==> config.mk <==
export PLATFORM = sky130hd
export DESIGN_NAME = count_snapshot_flat
export DESIGN_NICKNAME = d
export VERILOG_FILES = /design/src/rtl/count_snapshot_pkg.sv /design/src/rtl/count_snapshot_if.sv /design/src/rtl/count_snapshot_fifo.sv /design/src/rtl/count_snapshot.sv /design/src/flat_wrapper.sv
export SDC_FILE = /design/constraint.sdc
export NUM_CORES = 1
export LEC_CHECK = 0
export CAP_MARGIN = 20
export CORE_ASPECT_RATIO = 0.9
export CORE_MARGIN = 10
export CORE_UTILIZATION = 40
export CTS_CLUSTER_DIAMETER = 150
export CTS_CLUSTER_SIZE = 28
export DETAILED_ROUTE_END_ITERATION = 10
export PLACE_DENSITY = 0.7
export REMOVE_ABC_BUFFERS = 1
export SYNTH_ARGS = -nofsm -noshare
export SYNTH_HDL_FRONTEND = slang
export SYNTH_SLANG_ARGS = --single-unit
==> constraint.sdc <==
create_clock -name clk -period 3.3 [get_ports clk]
set_clock_uncertainty 0.1 [all_clocks]
set_input_delay 0.66 -clock clk [delete_from_list [all_inputs] [get_ports clk]]
set_output_delay 0.66 -clock clk [all_outputs]
set_load 0.005 [all_outputs]
==> src/rtl/count_snapshot_pkg.sv <==
// Shared widths, entry layout and sizing helper for the count_snapshot timestamping stage.
package count_snapshot_pkg;

    localparam int CNT_W_D   = 4;
    localparam int EPOCH_W_D = 8;
    localparam int DEPTH_D   = 4;

    // Level counter must represent 0..DEPTH inclusive, hence one extra bit.
    function automatic int lvl_w(input int depth);
        return $clog2(depth) + 1;
    endfunction

    localparam int LVL_W_D = lvl_w(DEPTH_D);

    typedef struct packed {
        logic [EPOCH_W_D-1:0] epoch;
        logic [CNT_W_D-1:0]   count;
    } snap_entry_t;

endpackage

==> src/rtl/count_snapshot_if.sv <==
// Valid/ready snapshot drain port; master side produces snapshots, slave side consumes them.
interface count_snapshot_if #(
    parameter int DATA_W = 12
) ();
    logic              snap_valid;
    logic              snap_ready;
    logic [DATA_W-1:0] snap_data;

    modport master (output snap_valid, output snap_data, input snap_ready);
    modport slave  (input snap_valid, input snap_data, output snap_ready);
endinterface

==> src/rtl/count_snapshot_fifo.sv <==
// First-word-fall-through FIFO; a push into a full FIFO is accepted only when a pop frees a slot in the same cycle.
module count_snapshot_fifo #(
    parameter int  DATA_W = 12,
    parameter int  DEPTH  = 4,
    localparam int AW     = $clog2(DEPTH),
    localparam int LVL_W  = AW + 1
) (
    input  logic              clk,
    input  logic              rst,
    input  logic              push,
    input  logic              pop,
    input  logic [DATA_W-1:0] din,
    output logic              full,
    output logic              empty,
    output logic [LVL_W-1:0]  level,
    output logic [DATA_W-1:0] dout
);

    logic [DATA_W-1:0] mem_r [DEPTH];
    logic [AW-1:0]     wr_ptr_r;
    logic [AW-1:0]     rd_ptr_r;
    logic [LVL_W-1:0]  level_r;
    logic              wr_en_s;
    logic              rd_en_s;
    logic              full_s;
    logic              empty_s;

    assign full_s  = (level_r == LVL_W'(DEPTH));
    assign empty_s = (level_r == {LVL_W{1'b0}});
    assign rd_en_s = pop && !empty_s;
    assign wr_en_s = push && (!full_s || rd_en_s);

    assign full  = full_s;
    assign empty = empty_s;
    assign level = level_r;
    // Head is forced to zero when empty so stale storage never leaks out after a flush.
    assign dout  = empty_s ? {DATA_W{1'b0}} : mem_r[rd_ptr_r];

    // Pointer and occupancy tracking; reset flushes everything in one edge.
    always_ff @(posedge clk) begin
        if (!rst) begin
            wr_ptr_r <= {AW{1'b0}};
            rd_ptr_r <= {AW{1'b0}};
            level_r  <= {LVL_W{1'b0}};
        end else begin
            if (wr_en_s) begin
                wr_ptr_r <= wr_ptr_r + AW'(1);
            end
            if (rd_en_s) begin
                rd_ptr_r <= rd_ptr_r + AW'(1);
            end
            case ({wr_en_s, rd_en_s})
                2'b10:   level_r <= level_r + LVL_W'(1);
                2'b01:   level_r <= level_r - LVL_W'(1);
                default: level_r <= level_r;
            endcase
        end
    end

    // Entry storage; contents need no reset because the head is gated by empty.
    always_ff @(posedge clk) begin
        if (wr_en_s) begin
            mem_r[wr_ptr_r] <= din;
        end
    end

endmodule

==> src/rtl/count_snapshot.sv <==
// Timestamping stage behind the free-running counter: wrap detection, epoch extension, capture FIFO.
// Optional step checker compiled in with `define COUNT_SNAPSHOT_STEP_CHECK_EN.
module count_snapshot
    import count_snapshot_pkg::*;
#(
    parameter int  CNT_W   = CNT_W_D,
    parameter int  EPOCH_W = EPOCH_W_D,
    parameter int  DEPTH   = DEPTH_D,
    localparam int LVL_W   = lvl_w(DEPTH)
) (
    input  logic             clk,
    input  logic             rst,
    input  logic [CNT_W-1:0] count,
    input  logic             cap_req,
    count_snapshot_if.master snap,
    output logic             wrap,
    output logic             overflow,
    output logic             step_err,
    output logic [LVL_W-1:0] fifo_level
);

    logic [CNT_W-1:0]         count_q_r;
    logic                     prev_valid_r;
    logic [EPOCH_W-1:0]       epoch_r;
    logic                     wrap_r;
    logic                     overflow_r;
    logic                     wrap_det_s;
    logic [EPOCH_W-1:0]       epoch_next_s;
    logic                     full_s;
    logic                     empty_s;
    logic                     pop_s;
    logic                     drop_s;
    logic [EPOCH_W+CNT_W-1:0] head_s;

    assign wrap_det_s   = prev_valid_r && (count_q_r == {CNT_W{1'b1}}) && (count == {CNT_W{1'b0}});
    // A capture coinciding with a wrap is stamped with the post-wrap epoch.
    assign epoch_next_s = epoch_r + EPOCH_W'(wrap_det_s);
    assign pop_s        = !empty_s && snap.snap_ready;
    assign drop_s       = cap_req && full_s && !pop_s;

    count_snapshot_fifo #(
        .DATA_W (EPOCH_W + CNT_W),
        .DEPTH  (DEPTH)
    ) u_fifo (
        .clk   (clk),
        .rst   (rst),
        .push  (cap_req),
        .pop   (snap.snap_ready),
        .din   ({epoch_next_s, count}),
        .full  (full_s),
        .empty (empty_s),
        .level (fifo_level),
        .dout  (head_s)
    );

    assign snap.snap_valid = !empty_s;
    assign snap.snap_data  = head_s;
    assign wrap            = wrap_r;
    assign overflow        = overflow_r;

    // Sample history, epoch extension, wrap pulse and sticky overflow.
    always_ff @(posedge clk) begin
        if (!rst) begin
            count_q_r    <= {CNT_W{1'b0}};
            prev_valid_r <= 1'b0;
            epoch_r      <= {EPOCH_W{1'b0}};
            wrap_r       <= 1'b0;
            overflow_r   <= 1'b0;
        end else begin
            count_q_r    <= count;
            prev_valid_r <= 1'b1;
            epoch_r      <= epoch_next_s;
            wrap_r       <= wrap_det_s;
            if (drop_s) begin
                overflow_r <= 1'b1;
            end
        end
    end

`ifdef COUNT_SNAPSHOT_STEP_CHECK_EN
    logic step_det_s;
    logic step_err_r;

    assign step_det_s = prev_valid_r && (count != (count_q_r + CNT_W'(1)));
    assign step_err   = step_err_r;

    // Sticky flag for any sample that did not advance by exactly one.
    always_ff @(posedge clk) begin
        if (!rst) begin
            step_err_r <= 1'b0;
        end else if (step_det_s) begin
            step_err_r <= 1'b1;
        end
    end
`else
    assign step_err = 1'b0;
`endif

endmodule

==> src/flat_wrapper.sv <==
// flat-port wrapper written by rule: the top's interface ports become plain ports
module count_snapshot_flat import count_snapshot_pkg::*;
#(
    parameter int  CNT_W   = CNT_W_D,
    parameter int  EPOCH_W = EPOCH_W_D,
    parameter int  DEPTH   = DEPTH_D,
    localparam int LVL_W   = lvl_w(DEPTH)
)
  (clk, rst, count, cap_req, wrap, overflow, step_err, fifo_level, snap_snap_valid, snap_snap_data, snap_snap_ready);
  count_snapshot_if #(.DATA_W(12)) snap_i ();
  input  logic clk;
  input  logic rst;
  input  logic [CNT_W-1:0] count;
  input  logic cap_req;
  output logic wrap;
  output logic overflow;
  output logic step_err;
  output logic [LVL_W-1:0] fifo_level;
  output wire logic [$bits(snap_i.snap_valid)-1:0] snap_snap_valid;
  output wire logic [$bits(snap_i.snap_data)-1:0] snap_snap_data;
  input wire logic [$bits(snap_i.snap_ready)-1:0] snap_snap_ready;
  assign snap_snap_valid = snap_i.snap_valid;
  assign snap_snap_data = snap_i.snap_data;
  assign snap_i.snap_ready = snap_snap_ready;
  count_snapshot #(.CNT_W(CNT_W), .EPOCH_W(EPOCH_W), .DEPTH(DEPTH)) u_core (.clk(clk), .rst(rst), .count(count), .cap_req(cap_req), .snap(snap_i), .wrap(wrap), .overflow(overflow), .step_err(step_err), .fifo_level(fifo_level));
endmodule
wires.png
Drawn at 4 px/µm. Two of the layers only.
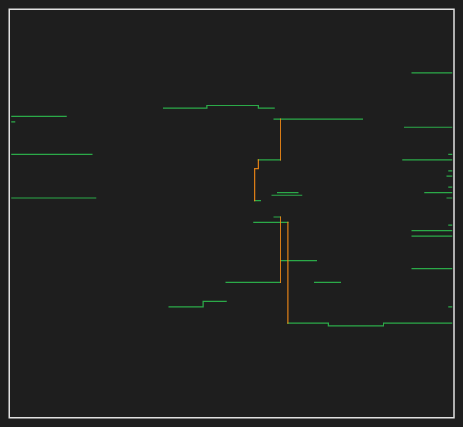
layer	colour	wire length
metal 4	orange	62.8 µm
metal 3	green	299 µm

detail.png
Window x 73 to 93, y 66 to 86 µm. Cells in grey, sequential cells in the stronger grey; small squares are vias.
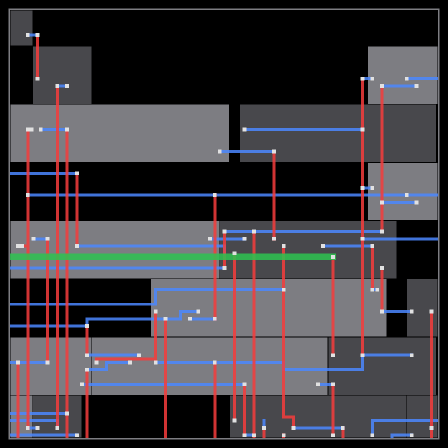
layer	colour
metal 3	green
metal 1	blue
metal 2	red
cells with their middle in the window	12
most frequent	edfxtp_1 (4), mux4_2 (2), nor2b_1 (2)
netlist names of flops here include	`u_core.u_fifo.mem_r` (4)
sequential cells in the window	4

io_fan.png
Drawn at 3 px/µm.
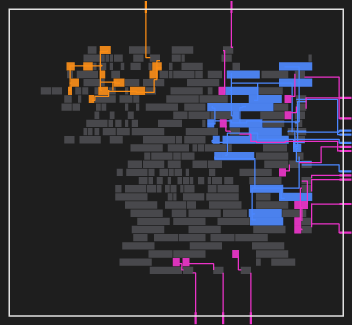
port	colour	bits	direction	end cells	buffers	wire
`snap_snap_ready`	orange	1	input	13	2	102 µm
`snap_snap_data`	magenta	12	output	12	12	290 µm
`count`	blue	4	input	21	7	356 µm

==> impl_metrics.csv <==
group,metric,value,unit
critical_path,crit_fanout,13,
synth,synth_cell_types,43,
critical_path,cp-start-kind,"flop",
synth,top_area_cell,"edfxtp_1",
layout,final_cells,335,
layout,nFillCells,595,
routing,wl,5.35,mm
synth,yosys_area,0.00297,mm²
global_routing,grt_pass1_wl,8.83,mm
pwr,p_int,1.54,mW
pwr,p_per_area,563,mW/mm²
pwr,power,2.00,mW
clock_tree,clk_latency,0.34,ns
routing,drtPass1Iterations,4,
pwr,switching_share,23.0,%
layout,final-clk-cell-share,5.93,%
status,status,"complete, no violations",
pwr,comb_power,284,µW
synth,topCellsByArea,"edfxtp_1 49%, dfxtp_1 16%, mux4_2 8.3%",
timing,setup_viol,0,
placed_design,post_dp_cell_area,0.00334,mm²
critical_path,worstReg2RegEnd,"u_core.u_fifo.level[1]$_SDFFE_PN0P_",
layout,drive_gt1_share,16.1,%
synth,async_reset_ff_share,0,%
clock_tree,cts-root-buf,"clkbuf_8",
die,dieWidth,111,µm
synth,top_cells_by_count,"48 x edfxtp_1, 24 x dfxtp_1, 12 x nor2b_1, 11 x mux4_2, 10 x nand3_1",
routing,wl_per_cell,16.0,µm
die,fp_util,41.5,%
timing,hold_slack,0.378,ns
routing,drt_iter0_drc,49,
critical_path,arrival,2.29,ns
pwr,power_leader,"registers",
layout,num-nonclk-buffers,34,
critical_path,cp-end-kind,"output port",
layout,seq_area,0.00192,mm²
clock_tree,ctsHoldBuffers,0,
die,fp.dieH,102,µm
clock_tree,cts-htree-levels,3,
worst_hold_path,min_path_cells,2,
synth,ys_sh_mux,9.90,%
synth,synth_top_cell_by_count,"edfxtp_1",
synth,synth-edff-count,48,
critical_path,reg2reg_slack,0.50,ns
synth,syn_avg_cell_area,14.6,µm²
clock_tree,cts_sinks,72,
flow_run,warning_count,28,
timing,final_max_slew_viol_count,0,
routing,vias,1695,
timing,setup_tns,0,ns
placed_design,placed_cells,319,
critical_path,cp_data_required_time,2.54,ns
critical_path,critical-path-top-delay-family,"simple AND/OR/NAND/NOR gates",
pwr,seq_power,1.02,mW
clock_tree,clkTransAtPathRegs,0.08,ns
placed_design,port_buffers,25,
timing,max-slew-margin-rel,35.8,%
synth,fa_ha_area_share,3.20,%
critical_path,worstPathCellList,"nor3_2, inv_1, clkdlybuf4s50_1",
layout,fin_area,0.00355,mm²
clock_tree,cts_buffer_depth,2,
clock_tree,cts_resized,0,
synth,synth.cell_area,0.00297,mm²
timing,rsz0062_at_grt,"no",
synth,top_area_share,48.5,%
synth,top_logic_kind,"simple AND/OR/NAND/NOR gates",
layout,final_util,49.6,%
timing,hold_violations,0,
pwr,combPwrFrac,14.2,%
timing,worstMarginPinSlew,0.958,ns
synth,ys.warnings.count,0,
synth,numSynthFlops,72,
clock_tree,cts_tree,"done",
global_routing,grt_remaining_overflow,0,
synth,ys_seq_share,64.7,%
synth,ys_sh_aoi,3.79,%
global_routing,antenna_found_initial,0,
clock_tree,cts_made_buffers,9,
pwr,seqPwrFrac,51.3,%
layout,n_antenna_cell,0,
layout,multiInputGateArea,950,µm²
timing,timing.fmax,0.328,GHz
layout,buf_share,8.96,%
die,coreArea,0.00715,mm²
global_routing,grt_pass1_vias,1703,
die,die_area,0.0113,mm²
placed_design,dp_hpwl,3.61,mm
die,taps,93,
timing,period_used_share,92.3,%
layout,comb_area_share,26.8,%
critical_path,crit_type,"reg2out",
routing,vias_per_cell,5.06,
critical_path,cp.depth,3,
synth,ys_cells,203,
timing,setup_ws,0.254,ns
placed_design,post-place-ws,0.102,ns
die,placementRows,29,
critical_path,slowest_delay,0.82,ns
die,io_pins,27,
worst_hold_path,hold_end,"u_core.overflow$_SDFFE_PN0P_",
global_routing,grtUsageTotal,10.0,%
layout,nMultiInputCombCells,112,
critical_path,r2r_start,"u_core.u_fifo.level[2]$_SDFFE_PN0P_",
routing,ant_nets,0,
critical_path,critPathSlowestCell,"nor3_2",
worst_hold_path,hold_start,"u_core.overflow$_SDFFE_PN0P_",
flow_run,max_cap_violations,0,
critical_path,path_buffers,2,
clock_tree,post_cts_buffers,0,
pwr,p_clk,689,µW
pwr,peakVddDrop,0.211,mV
synth,synth_cells,203,
synth,simple_gate_area_share,12.3,%
pwr,switching_power,458,µW
layout,inv_count,8,
pwr,p_leak,1.26,nW
critical_path,ff2ff_path_depth,7,
timing,period_minus_slack,3.05,ns
layer_met2.png
Drawn at 3 px/µm.
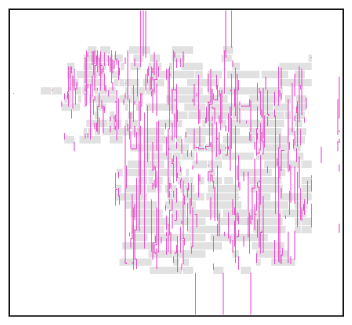
longest straight run	45.7 µm
share of all routed wire	49%
wire length on this layer	2,610 µm
nets with wire on the layer	217

clocks.png
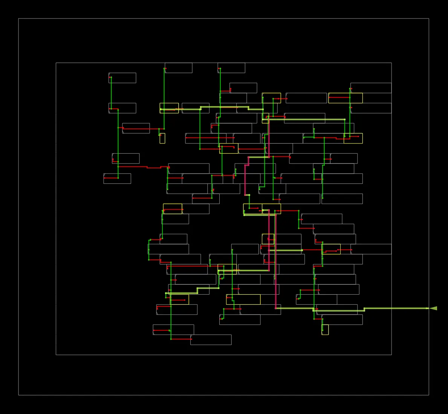
clk_buf instances: 12
Flops: 72

==> worst max path at each step <==
stage | from | slack, ns | to
2_1_floorplan | count[1] | 0.63 | u_core.u_fifo.mem_r[0][10]$_DFFE_PP_
3_3_place_gp | count[1] | 0.17 | u_core.u_fifo.mem_r[1][10]$_DFFE_PP_
3_5_place_dp | count[1] | 0.10 | u_core.u_fifo.mem_r[0][10]$_DFFE_PP_
4_1_cts | u_core.u_fifo.level[2]$_SDFFE_PN0P_ | 0.18 | snap_snap_valid
5_1_grt | u_core.u_fifo.level[2]$_SDFFE_PN0P_ | 0.06 | snap_snap_valid
6_report | u_core.u_fifo.level[2]$_SDFFE_PN0P_ | 0.25 | snap_snap_valid
==> metal layers <==
metal / wire length [µm] / global-route usage [%] / vias up
met4: 62 / 3.70 / 0
met5: 0 / 0 / -
met2: 2610 / 16.3 / 36
met1: 2380 / 11.4 / 839
li1: - / - / 811
met3: 298 / 4.67 / 9
==> layout by cell type (no fill, tap or decap), drive strengths merged, types with 2 or more instances in the layout <==
cell type      synthesis  routed
buf                    9       9
xor2                   6       6
nand2b                 3       3
inv                    7       7
clkbuf                 2      12
or3                    2       2
nand2                  7       7
clkinv                 1       5
mux4                  12      12
dfxtp                 24      24
o211ai                 2       2
nor2b                 12      12
o21ai                  4       4
edfxtp                48      48
and2                   9       9
nor2                   8       8
mux2i                  2       2
nand3                 10      10
ha                     6       6
clkdlybuf4s50          0      25
nor3                   2       2
a21oi                  4       4
and3                   4       4
xnor2                  3       3
==> sequential cells by signal (all words and copies together) (netlist names), named ones only <==
name                    flops
u_core.overflow             1
u_core.u_fifo.wr_ptr_r      2
u_core.prev_valid_r         1
u_core.epoch_r              8
u_core.u_fifo.level         3
u_core.count_q_r            4
u_core.wrap                 1
u_core.u_fifo.mem_r        48
u_core.u_fifo.rd_ptr_r      2
Power is estimated from default activity; no workload was simulated.
